`src/rtl/display_pkg.sv`:
```
// Shared constants and types for the multiplexed hex display controller.
package display_pkg;

    localparam int unsigned NUM_DIGITS = 4;
    localparam logic [6:0]  SEG_BLANK  = 7'h7F;

    typedef enum logic {
        IDLE,
        UPDATE
    } state_t;

    typedef logic [1:0] digit_idx_t;

endpackage

```
`src/rtl/B_7SegDec.sv`:
```
// Hex nibble to active-low 7-segment pattern (bit0=a ... bit6=g).
module B_7SegDec (
    input  logic [3:0] i_hex,
    output logic [6:0] o_seg
);

    always_comb begin
        o_seg = 7'h7F;
        case (i_hex)
            4'h0: o_seg = 7'b1000000;
            4'h1: o_seg = 7'b1111001;
            4'h2: o_seg = 7'b0100100;
            4'h3: o_seg = 7'b0110000;
            4'h4: o_seg = 7'b0011001;
            4'h5: o_seg = 7'b0010010;
            4'h6: o_seg = 7'b0000010;
            4'h7: o_seg = 7'b1111000;
            4'h8: o_seg = 7'b0000000;
            4'h9: o_seg = 7'b0010000;
            4'hA: o_seg = 7'b0001000;
            4'hB: o_seg = 7'b0000011;
            4'hC: o_seg = 7'b1000110;
            4'hD: o_seg = 7'b0100001;
            4'hE: o_seg = 7'b0000110;
            4'hF: o_seg = 7'b0001110;
            default: o_seg = 7'h7F;
        endcase
    end

endmodule

```
`src/rtl/hex_display_scan_ctrl.sv`:
```
// Walks four hex digits through one shared 7-segment decoder, one digit per scan tick,
// with a one-deep pending buffer so back-to-back loads run without idle cycles.
module hex_display_scan_ctrl
    import display_pkg::*;
#(
    parameter int unsigned SCAN_DIV = 1,
    parameter bit          LZ_BLANK = 1'b0
) (
    input  logic        CLOCK_50,
    input  logic        Resetn,
    input  logic [15:0] data_in,
    input  logic [3:0]  blank_in,
    input  logic        load,
    output logic        ready,
    output logic        done,
    output logic [6:0]  HEX0,
    output logic [6:0]  HEX1,
    output logic [6:0]  HEX2,
    output logic [6:0]  HEX3
);

    localparam int unsigned CNT_W = (SCAN_DIV > 1) ? $clog2(SCAN_DIV) : 1;
    localparam logic [CNT_W-1:0] CNT_MAX = CNT_W'(SCAN_DIV - 1);

    state_t           r_state;
    state_t           w_state_next;
    logic [CNT_W-1:0] r_cnt;
    digit_idx_t       r_idx;
    logic [15:0]      r_work;
    logic [3:0]       r_work_blank;
    logic [15:0]      r_pend;
    logic [3:0]       r_pend_blank;
    logic             r_pend_vld;
    logic             r_done;
    logic [6:0]       r_hex [NUM_DIGITS];

    logic             w_tick;
    logic             w_pass_end;
    logic [15:0]      w_shifted;
    logic             w_lz;
    logic [6:0]       w_dec;
    logic [6:0]       w_seg;

    // Shifting the work word down leaves the selected nibble in [3:0] and zero above it
    // exactly when this digit and all higher digits are zero.
    assign w_shifted = r_work >> {r_idx, 2'b00};
    assign w_lz      = LZ_BLANK && (r_idx != 2'd0) && (w_shifted == 16'h0000);

    B_7SegDec u_dec (
        .i_hex (w_shifted[3:0]),
        .o_seg (w_dec)
    );

    always_comb begin
        w_seg = w_dec;
        if (r_work_blank[r_idx] || w_lz) begin
            w_seg = SEG_BLANK;
        end
    end

    assign w_tick     = (r_state == UPDATE) && (r_cnt == CNT_MAX);
    assign w_pass_end = w_tick && (r_idx == 2'd3);

    always_ff @(posedge CLOCK_50) begin
        if (!Resetn) begin
            r_state <= IDLE;
        end else begin
            r_state <= w_state_next;
        end
    end

    always_comb begin
        w_state_next = r_state;
        case (r_state)
            IDLE: begin
                if (load) begin
                    w_state_next = UPDATE;
                end
            end
            UPDATE: begin
                if (w_pass_end && !r_pend_vld && !load) begin
                    w_state_next = IDLE;
                end
            end
            default: w_state_next = IDLE;
        endcase
    end

    always_ff @(posedge CLOCK_50) begin
        if (!Resetn) begin
            r_cnt        <= '0;
            r_idx        <= '0;
            r_work       <= '0;
            r_work_blank <= '0;
            r_pend       <= '0;
            r_pend_blank <= '0;
            r_pend_vld   <= 1'b0;
            r_done       <= 1'b0;
            for (int i = 0; i < NUM_DIGITS; i++) begin
                r_hex[i] <= SEG_BLANK;
            end
        end else begin
            r_done <= w_pass_end;
            if (r_state == IDLE) begin
                if (load) begin
                    r_work       <= data_in;
                    r_work_blank <= blank_in;
                    r_idx        <= '0;
                    r_cnt        <= '0;
                end
            end else begin
                r_cnt <= w_tick ? '0 : r_cnt + 1'b1;
                if (w_tick) begin
                    r_hex[r_idx] <= w_seg;
                    r_idx        <= r_idx + 2'd1;
                end
                if (w_pass_end) begin
                    // A load on the pass-end edge queues behind any value already pending.
                    if (r_pend_vld) begin
                        r_work       <= r_pend;
                        r_work_blank <= r_pend_blank;
                        r_pend_vld   <= load;
                        if (load) begin
                            r_pend       <= data_in;
                            r_pend_blank <= blank_in;
                        end
                    end else if (load) begin
                        r_work       <= data_in;
                        r_work_blank <= blank_in;
                    end
                end else if (load) begin
                    r_pend       <= data_in;
                    r_pend_blank <= blank_in;
                    r_pend_vld   <= 1'b1;
                end
            end
        end
    end

    assign ready = (r_state == IDLE) && !r_done;
    assign done  = r_done;
    assign HEX0  = r_hex[0];
    assign HEX1  = r_hex[1];
    assign HEX2  = r_hex[2];
    assign HEX3  = r_hex[3];

endmodule

```
`config.mk`:
```
export PLATFORM = sky130hd
export DESIGN_NAME = hex_display_scan_ctrl
export DESIGN_NICKNAME = d
export VERILOG_FILES = /design/src/rtl/display_pkg.sv /design/src/rtl/B_7SegDec.sv /design/src/rtl/hex_display_scan_ctrl.sv
export SDC_FILE = /design/constraint.sdc
export NUM_CORES = 1
export LEC_CHECK = 0
export CORE_MARGIN = 3
export CORE_UTILIZATION = 58
export DETAILED_ROUTE_END_ITERATION = 6
export PLACE_DENSITY = 0.82
export SYNTH_ARGS = -nofsm -noshare
export SYNTH_HDL_FRONTEND = slang
export SYNTH_SLANG_ARGS = --single-unit
```
`constraint.sdc`:
```
create_clock -name CLOCK_50 -period 5.1 [get_ports CLOCK_50]
set_input_delay 0.51 -clock CLOCK_50 [delete_from_list [all_inputs] [get_ports CLOCK_50]]
set_output_delay 0.51 -clock CLOCK_50 [all_outputs]
set_load 0.01 [all_outputs]
```
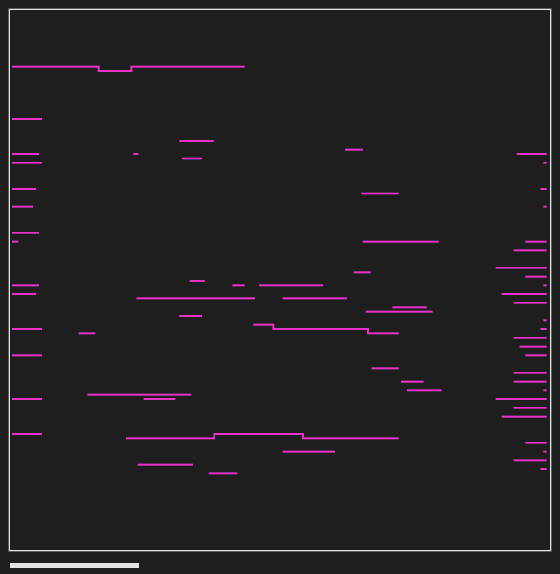
**Above:** run 1 (metal 3).
Bar = 20 µm.
The layer holds 5.2% of the routed length. The wires run mostly horizontal. 57 nets have wire on it. The layer carries 384 µm of wire.

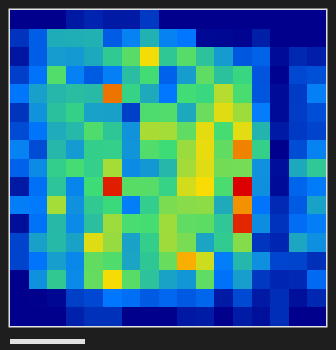
**Above:** run 1 (routed metal per tile).
Bar = 20 µm. The die is cut into 17 by 17 equal tiles; dark blue is low, red is high, scaled to the fullest tile. Values are wire area over tile area, all layers added.
The mean over all tiles is 0.17. The fullest tile reaches 0.53. 11% of the tiles are nearly empty. The densest ninth of the die: middle.

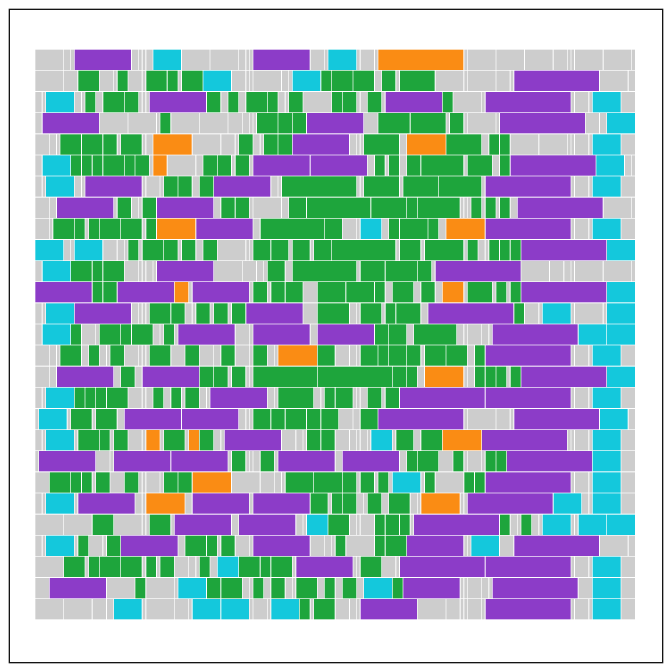
**Above:** run 1 (placed cells, one color a class).
Fill, decap, tap and diode cells in gray.
Orange stands for clock drivers and dummy loads, cells 16, share of their area 4.7%. Purple stands for flops, cells 74, share of their area 42%. Green stands for combinational and other logic, cells 261, share of their area 40%. Cyan stands for other buffers and delay cells, cells 56, share of their area 13%.

==> flow.log, run 1 <==
[report] extracting results
INFO  metric post-route-drc-count = 0
INFO  metric hp-class = reg -> reg
INFO  metric ys.warnings.count = 0
INFO  metric run_status = finished, final reports clean
INFO  metric timing.hold.worst_endpoint = r_pend_blank[2]
INFO  metric tightest_slew = 1.095 ns
INFO  metric static-leakage-power = 1.441 nW
INFO  metric vias_per_cell = 5.695
INFO  metric synthesis.instances = 360
INFO  metric max_freq = 367.7 MHz
INFO  metric area_of_the_die = 0.007046 mm²
INFO  metric seq_area_frac_synth = 50.00%
INFO  metric postRouteWirelength = 7.382 mm
INFO  metric worst_setup_path_endpoint = r_hex[2][1]
INFO  metric hold_viol = 0
INFO  metric num-nets-final = 432
INFO  metric final_report_max_slew_violation_count = 0
INFO  metric yosys_area = 0.003523 mm²
INFO  metric via_count = 2,728
INFO  metric synthesis.nets = 390
INFO  metric setup_violations = 0
INFO  metric dp.cells = 463
INFO  metric ff_to_ff_path_depth = 6
INFO  metric post_cts_resize_count = 0
INFO  metric area_growth_syn_to_layout = 20.53%
INFO  metric power-per-cell-area = 313.9 mW/mm²
INFO  metric totalNegativeSetupSlack = 0 ns
INFO  metric openroad.warnings = 31
INFO  metric most_numerous_logic_cells_after_layout = sky130_fd_sc_hd__nand2_1 (72), sky130_fd_sc_hd__clkdlybuf4s50_1 (52), sky130_fd_sc_hd__o21ai_0 (46), sky130_fd_sc_hd__dfxtp_1 (46), sky130_fd_sc_hd__edfxtp_1 (28)
INFO  metric fraction_of_the_core_area_occupied_by_cells_at_floorplan = 62.08%
INFO  metric crit_type = reg -> reg
INFO  metric critical_path.startpoint_type = flop
-- run 1: cell type report --
cell class / instances / area [µm²] / share of cell area [%]
repair buffers: 56 / 550.5 / 12.96
clock inverters: 6 / 56.30 / 1.326
clock buffers: 10 / 137.6 / 3.241
inverters: 7 / 26.28 / 0.6187
multi-input cells: 254 / 1624 / 38.24
flip-flops and latches: 74 / 1762 / 41.49
well taps: 72 / 90.09 / 2.121
-- run 1: cells by family (layout without fill, tap and decap cells) --
group	count (synthesis)	in the layout	share of synthesized area, %
AOI/OAI and AO/OA	108	108	18.39
buffers and inverters	32	79	3.906
and+or+nand+nor	120	120	16.55
adders and majority gates	7	7	2.486
DFF	74	74	50.00
muxes	17	17	8.167
xor gates and xnor gates	2	2	0.4972
-- run 1: registers in the layout (all words and copies together) (netlist names) --
signal,cells
r_work,16
done,1
r_pend_blank,4
r_state,1
r_pend,16
r_pend_vld,1
r_idx,2
r_cnt,1
r_work_blank,4
r_hex,28
-- run 1: worst max-delay path, cell delays in order (launching register included) --
cell and delay [ns]:
sky130_fd_sc_hd__dfxtp_1 0.76, sky130_fd_sc_hd__mux4_1 0.71, sky130_fd_sc_hd__inv_1 0.19, sky130_fd_sc_hd__ha_1 0.27, sky130_fd_sc_hd__o21ai_0 0.17, sky130_fd_sc_hd__mux2_2 0.25, sky130_fd_sc_hd__nand2_1 0.08
-- run 1: power breakdown --
part | switching (mW) | total, mW | internal, mW
registers | 0.0262 | 0.672 | 0.646
logic | 0.115 | 0.212 | 0.0970
clock network | 0.214 | 0.449 | 0.235
total | 0.355 | 1.33 | 0.978
-- run 1: synthesized netlist by cell type --
master,instances
sky130_fd_sc_hd__nor2_1,6
sky130_fd_sc_hd__mux2_2,3
sky130_fd_sc_hd__nor4_1,3
sky130_fd_sc_hd__ha_1,7
sky130_fd_sc_hd__buf_2,2
sky130_fd_sc_hd__xor2_1,2
sky130_fd_sc_hd__nand3b_1,20
sky130_fd_sc_hd__nor3b_1,1
sky130_fd_sc_hd__clkbuf_1,21
sky130_fd_sc_hd__o21ai_0,46
sky130_fd_sc_hd__nor4bb_1,1
sky130_fd_sc_hd__o211a_1,1
sky130_fd_sc_hd__inv_1,7
sky130_fd_sc_hd__dfxtp_1,46
sky130_fd_sc_hd__a21oi_2,1
sky130_fd_sc_hd__nor3_1,2
sky130_fd_sc_hd__nand2_1,72
sky130_fd_sc_hd__a21oi_1,26
sky130_fd_sc_hd__o21a_1,1
sky130_fd_sc_hd__buf_6,2
sky130_fd_sc_hd__o211ai_1,5
sky130_fd_sc_hd__nor2b_1,11
sky130_fd_sc_hd__a22oi_2,1
sky130_fd_sc_hd__a2bb2oi_1,1
sky130_fd_sc_hd__mux2i_1,3
sky130_fd_sc_hd__nand2b_1,3
sky130_fd_sc_hd__a221oi_2,1
sky130_fd_sc_hd__mux2i_2,1
sky130_fd_sc_hd__mux4_1,2
sky130_fd_sc_hd__mux4_2,5
sky130_fd_sc_hd__a22oi_1,1
sky130_fd_sc_hd__edfxtp_1,28
sky130_fd_sc_hd__or2_2,1
sky130_fd_sc_hd__a21o_1,1
sky130_fd_sc_hd__o31ai_1,2
sky130_fd_sc_hd__a21boi_0,21
sky130_fd_sc_hd__mux2_4,3
==> run 2: changes to the inputs <==
CORE_UTILIZATION = 49   (was 58)
PLACE_DENSITY = 0.73   (was 0.82)
clock period = 2.3 ns   (was 5.1 ns; I/O delays follow)
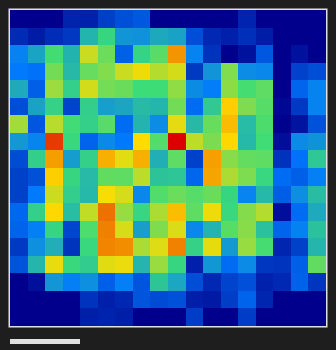
**Above:** run 2 (routed metal per tile).
Bar = 20 µm. The die is cut into 18 by 18 equal tiles; dark blue is low, red is high, scaled to the fullest tile. Values are wire area over tile area, all layers added.
The mean over all tiles is 0.14. The emptiest ninth of the die: top right. 29% of the tiles are over half the peak. The fullest tile reaches 0.41.

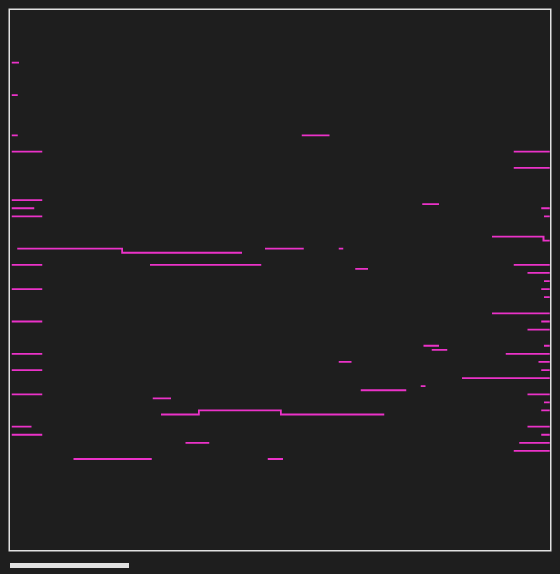
**Above:** run 2 (metal 3).
Bar = 20 µm.
The wires run mostly horizontal. The layer carries 298 µm of wire.

==> run 2 against run 1 <==
Net effect:
- sequential power is 120% higher
- highest routed layer unchanged
- cell count increased by 7.3%
- largest power group unchanged
- via count increased by 0.77%
- synthesized area unchanged
- fmax increased by 24%
- synthesized cell count is the same
- hold slack worse by 0.0018 ns
- register-to-register slack worse by 2.3 ns
- flip-flop count did not move
==> flow.log, run 2 <==
[report] extracting results
INFO  metric run_status = finished, final reports clean (unchanged)
INFO  metric area_of_the_die = 0.008244 mm² (was 0.007046 mm²)
INFO  metric ff_to_ff_path_depth = 5 (was 6)
INFO  metric area_growth_syn_to_layout = 25.50% (was 20.53%)
INFO  metric post-synth-top-count-cell = sky130_fd_sc_hd__nand2_1 (unchanged)
INFO  metric tightest_slew = 0.9609 ns (was 1.095 ns)
INFO  metric hold_viol = 0 (unchanged)
INFO  metric yosys_area = 0.003523 mm² (unchanged)
INFO  metric top_cells_by_count = sky130_fd_sc_hd__nand2_1 (72), sky130_fd_sc_hd__dfxtp_1 (46), sky130_fd_sc_hd__o21ai_0 (46) (unchanged)
INFO  metric seq_area_frac_synth = 50.00% (unchanged)
INFO  metric power_switching_share = 24.57% (was 26.66%)
INFO  metric most_numerous_logic_cells_after_layout = sky130_fd_sc_hd__nand2_1 (72), sky130_fd_sc_hd__clkdlybuf4s50_1 (52), sky130_fd_sc_hd__o21ai_0 (46), sky130_fd_sc_hd__dfxtp_1 (46), sky130_fd_sc_hd__edfxtp_1 (28) (unchanged)
INFO  metric synthesis.instances = 360 (unchanged)
INFO  metric internal_dissipation = 2.385 mW (was 0.9775 mW)
INFO  metric final_report_max_slew_violation_count = 0 (unchanged)
INFO  metric enable_flop_cells = 28 (unchanged)
INFO  metric vias_per_cell = 5.348 (was 5.695)
INFO  metric hp-class = in -> reg (was reg -> reg)
INFO  metric synthesis.nets = 390 (unchanged)
INFO  metric critical_path.startpoint_type = flop (unchanged)
INFO  metric crit_type = reg -> reg (unchanged)
INFO  metric max_freq = 455.1 MHz (was 367.7 MHz)
INFO  metric comb_power_share = 15.9% (about the same)
INFO  metric power_frac_clock = 37.3% (was 33.7%)
==> run 2: cell counts after synthesis <==
Identical to the previous run, type by type.
==> run 2: cells by family (layout without fill, tap and decap cells) <==
group	Yosys count	after routing	synth area share [%]
compound gates	108	108	18.39
xor+xnor	2	2	0.4972
fa+ha+maj	7	7	2.486
buf+inv	32	90	3.906
flops	74	74	50.00
mux	17	17	8.167
simple gates	120	120	16.55
==> run 2: how the worst max path moves through the flow <==
stage                             end  slack, ns  cells past startpoint
after floorplan           r_hex[3][1]       0.19                      7
after detailed placement   r_work[13]       0.04                      6
after global routing      r_hex[0][3]       0.04                      5
after global placement    r_hex[0][3]       0.14                      5
final                     r_hex[0][3]       0.10                      5
after CTS                 r_hex[0][3]       0.07                      5
==> run 2: cell type report <==
cell class                      instances  area (µm²)
Tap cell                               96       120.1
Inverter                                7       26.28
Timing Repair Buffer                   67       645.6
Sequential cell                        74        1762
Clock buffer                           11       131.4
Clock inverter                          5       102.6
Fill cell                             597        2447
Multi-Input combinational cell        254        1634
==> run 2: critical path: cells and delay by family (launching register included) <==
kind                   cells  cell delay (ns)
buffers and inverters      1             0.17
AND/OR/NAND/NOR            1             0.09
flip-flops                 1             0.40
multiplexers               3             1.27
==> run 2: power groups by stage <==
stage	combinational (mW)	clock, mW	sequential, mW
final	0.503	1.18	1.48
after CTS	0.502	1.20	1.48
after detailed placement	0.498	0	1.51
after global routing	0.553	1.25	1.49
after floorplan	0.331	0	1.50
after global placement	0.485	0	1.51
==> run 2: stage by stage <==
stage / setup slack, ns / cells
3_5_place_dp: 0.03892 / 498
4_1_cts: 0.06603 / 514
3_3_place_gp: 0.1444 / 498
2_1_floorplan: 0.1871 / 360
6_report: 0.1028 / 514
5_1_grt: 0.03529 / 514
==> run 2: metal layers <==
metal	part of all wire, %	track usage [%]	vias up
li1	-	-	1381
met1	45	22.06	1290
met2	50	30.95	68
met3	4.0	4.250	10
met4	1.7	6.784	0
met5	0	0	-
==> run 2: what timing repair did <==
| action | 4_1_cts | 5_1_grt |
|---|---|---|
| endpoints found under the setup margin | 2 | 17 |
| hold buffers | 0 | 0 |
| setup buffers | 0 | 0 |
| resized | 1 | 5 |
==> run 3: changes to the inputs <==
SKIP_LAST_GASP = 1   (was not set)
clock period = 1.8 ns   (was 2.3 ns; I/O delays follow)
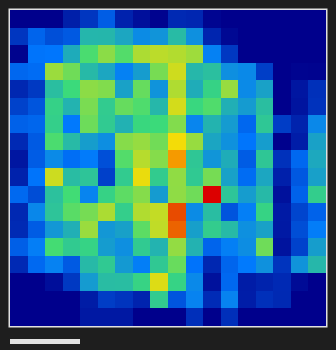
**Above:** run 3 (routed metal per tile).
Bar = 20 µm. The die is cut into 18 by 18 equal tiles; dark blue is low, red is high, scaled to the fullest tile. Values are wire area over tile area, all layers added.
16% of the tiles are nearly empty. The fullest tile reaches 0.53. 18% of the tiles are over half the peak. The mean over all tiles is 0.15. The densest ninth of the die: middle.

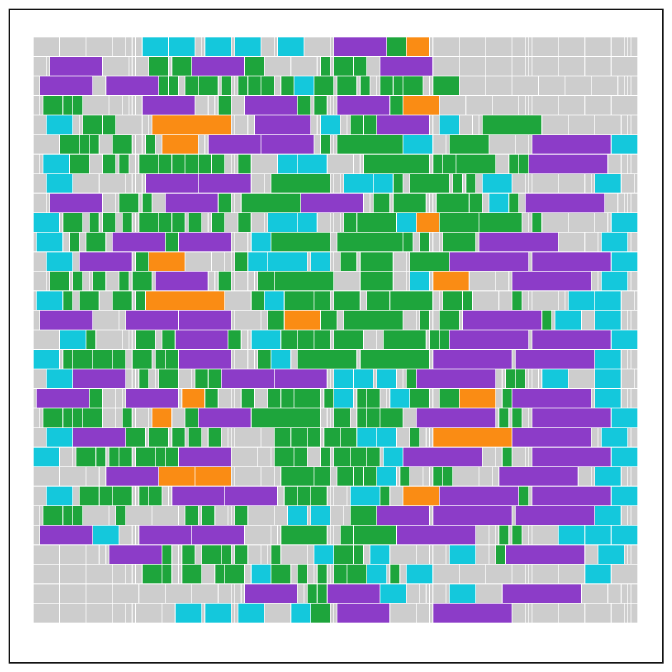
**Above:** run 3 (placed cells, one color a class).
Fill, decap, tap and diode cells in gray.
Purple stands for flops, cells 74, share of their area 38%. Orange stands for clock drivers and dummy loads, cells 16, share of their area 5.3%. Green stands for combinational and other logic, cells 261, share of their area 38%. Cyan stands for other buffers and delay cells, cells 90, share of their area 18%.

==> run 3 against run 2 <==
Net effect:
- clock power is 34% higher
- clock-buffer cell count is 2 lower
- fmax is 9.5% higher
- design area is 7.5% higher
- synthesized cell count stayed put
- clock skew is 0.00082 ns higher
- synthesized area stayed put
- non-clock buffer count is 23 higher
- first-iteration DRC count is 57% higher
- the flow now finishes with violations (negative setup slack)
- largest cell class unchanged
==> flow.log, run 3 <==
[report] extracting results
INFO  metric run_status = complete, but fails checks (was finished, final reports clean)
INFO  metric failing_checks = negative setup slack
INFO  metric hp-class = in -> reg (unchanged)
INFO  metric mux_area_share = 8.168% (unchanged)
INFO  metric least_setup_slack_across_all_paths_after_layout = -0.2058 ns (was 0.1028 ns)
INFO  metric synth.cellmix.adderShare = 2.486% (unchanged)
INFO  metric net-switching-power = 1.119 mW (was 0.7767 mW)
INFO  metric synth-compound-area-share = 18.39% (unchanged)
INFO  metric final_report_max_slew_violation_count = 0 (unchanged)
INFO  metric fraction_of_synthesis_flops_using_an_asynchronous_set_or_reset_pin = 0% (unchanged)
INFO  metric largest_register_ff_count = 28 (unchanged)
INFO  metric top_cells_by_count = sky130_fd_sc_hd__nand2_1 (72), sky130_fd_sc_hd__dfxtp_1 (46), sky130_fd_sc_hd__o21ai_0 (46) (unchanged)
INFO  metric synthesis.nets = 390 (unchanged)
INFO  metric internal_dissipation = 3.151 mW (was 2.385 mW)
INFO  metric sequentialPowerShare = 44.1% (was 46.8%)
INFO  metric num-nets-final = 466 (was 443)
INFO  metric final.fill_count = 519 (was 597)
INFO  metric critical_path.n_buffers_inverters = 0 (was 1)
INFO  metric synth_simple_gate_area_share = 16.55% (unchanged)
INFO  metric comb_power_share = 18.8% (was 15.9%)
INFO  metric critical_path.slowest_cell = sky130_fd_sc_hd__mux4_2 (unchanged)
INFO  metric area_of_the_die = 0.008244 mm² (unchanged)
INFO  metric post-synth-top-count-cell = sky130_fd_sc_hd__nand2_1 (unchanged)
INFO  metric seq_area_frac_synth = 50.00% (unchanged)
INFO  metric enable_flop_cells = 28 (unchanged)
INFO  metric top_register = r_hex (unchanged)
INFO  metric setup_violations = 28 (was 0)
[run 3: cell counts after synthesis]
No cell type changed its count.
[run 3: area by class of cell]
cell class                      count  area share [%]
Clock buffer                        9           2.607
Clock inverter                      7           2.607
Inverter                            7          0.6056
Multi-Input combinational cell    254           36.81
Sequential cell                    74           37.18
Tap cell                           96           2.528
Timing Repair Buffer               90           17.67
[run 3: what timing repair did]
action,CTS,global route
setup buffers,3,1
resized,17,19
pin swaps,9,9
endpoints found under the setup margin,48,68
hold endpoints to repair,0,0
hold buffers,0,0
cloned,0,2
[run 3: metal layers]
metal / global-route usage, % / vias up / part of all wire [%] / routed length [µm]
met2: 33.54 / 83 / 50 / 4030
met3: 5.250 / 14 / 5.0 / 401
met5: 0 / - / 0 / 0
met1: 24.33 / 1351 / 43 / 3440
met4: 6.784 / 0 / 1.6 / 127
li1: - / 1425 / - / -
[run 3: kinds of logic (layout without fill, tap and decap cells)]
family / after synthesis / after routing
adders and majority gates: 7 / 7
muxes: 17 / 17
xor gates and xnor gates: 2 / 2
AOI/OAI and AO/OA: 108 / 108
DFF: 74 / 74
and+or+nand+nor: 120 / 120
buffers and inverters: 32 / 113
[run 3: power by group through the flow]
| stage | registers, mW | clock network (mW) | logic [mW] |
|---|---|---|---|
| 3_5_place_dp | 1.92 | 0 | 0.709 |
| 3_3_place_gp | 1.92 | 0 | 0.692 |
| 5_1_grt | 1.89 | 1.69 | 0.877 |
| 2_1_floorplan | 1.92 | 0 | 0.448 |
| 6_report | 1.88 | 1.58 | 0.803 |
| 4_1_cts | 1.88 | 1.60 | 0.765 |
[run 3: worst min path at each step]
stage,startpoint,cells after the start,to
final,data_in[5],3,r_pend[5]
after global placement,r_pend[9],2,r_pend[9]
after floorplan,data_in[10],2,r_pend[10]
after detailed placement,r_pend_blank[2],2,r_pend_blank[2]
after global routing,data_in[8],3,r_pend[8]
after CTS,data_in[5],3,r_pend[5]
[run 3: through the flow]
step / power [mW] / instance area (µm²) / std cells / setup TNS (ns)
2_1_floorplan: 2.363 / 3561 / 360 / -4.326
3_3_place_gp: 2.610 / 4328 / 515 / -3.784
3_5_place_dp: 2.627 / 4328 / 515 / -5.631
4_1_cts: 4.248 / 4679 / 534 / -3.439
5_1_grt: 4.461 / 4752 / 537 / -6.062
6_report: 4.270 / 4752 / 537 / -3.861
[run 3: worst register-to-register path, cell delays in order (launching register included)]
cell                      delay (ns)
sky130_fd_sc_hd__dfxtp_4        0.37
sky130_fd_sc_hd__mux4_2         0.59
sky130_fd_sc_hd__ha_2           0.23
sky130_fd_sc_hd__mux2_4         0.27
sky130_fd_sc_hd__mux2i_4        0.21
sky130_fd_sc_hd__nand2_1        0.09
Power is estimated from default activity; no workload was simulated.
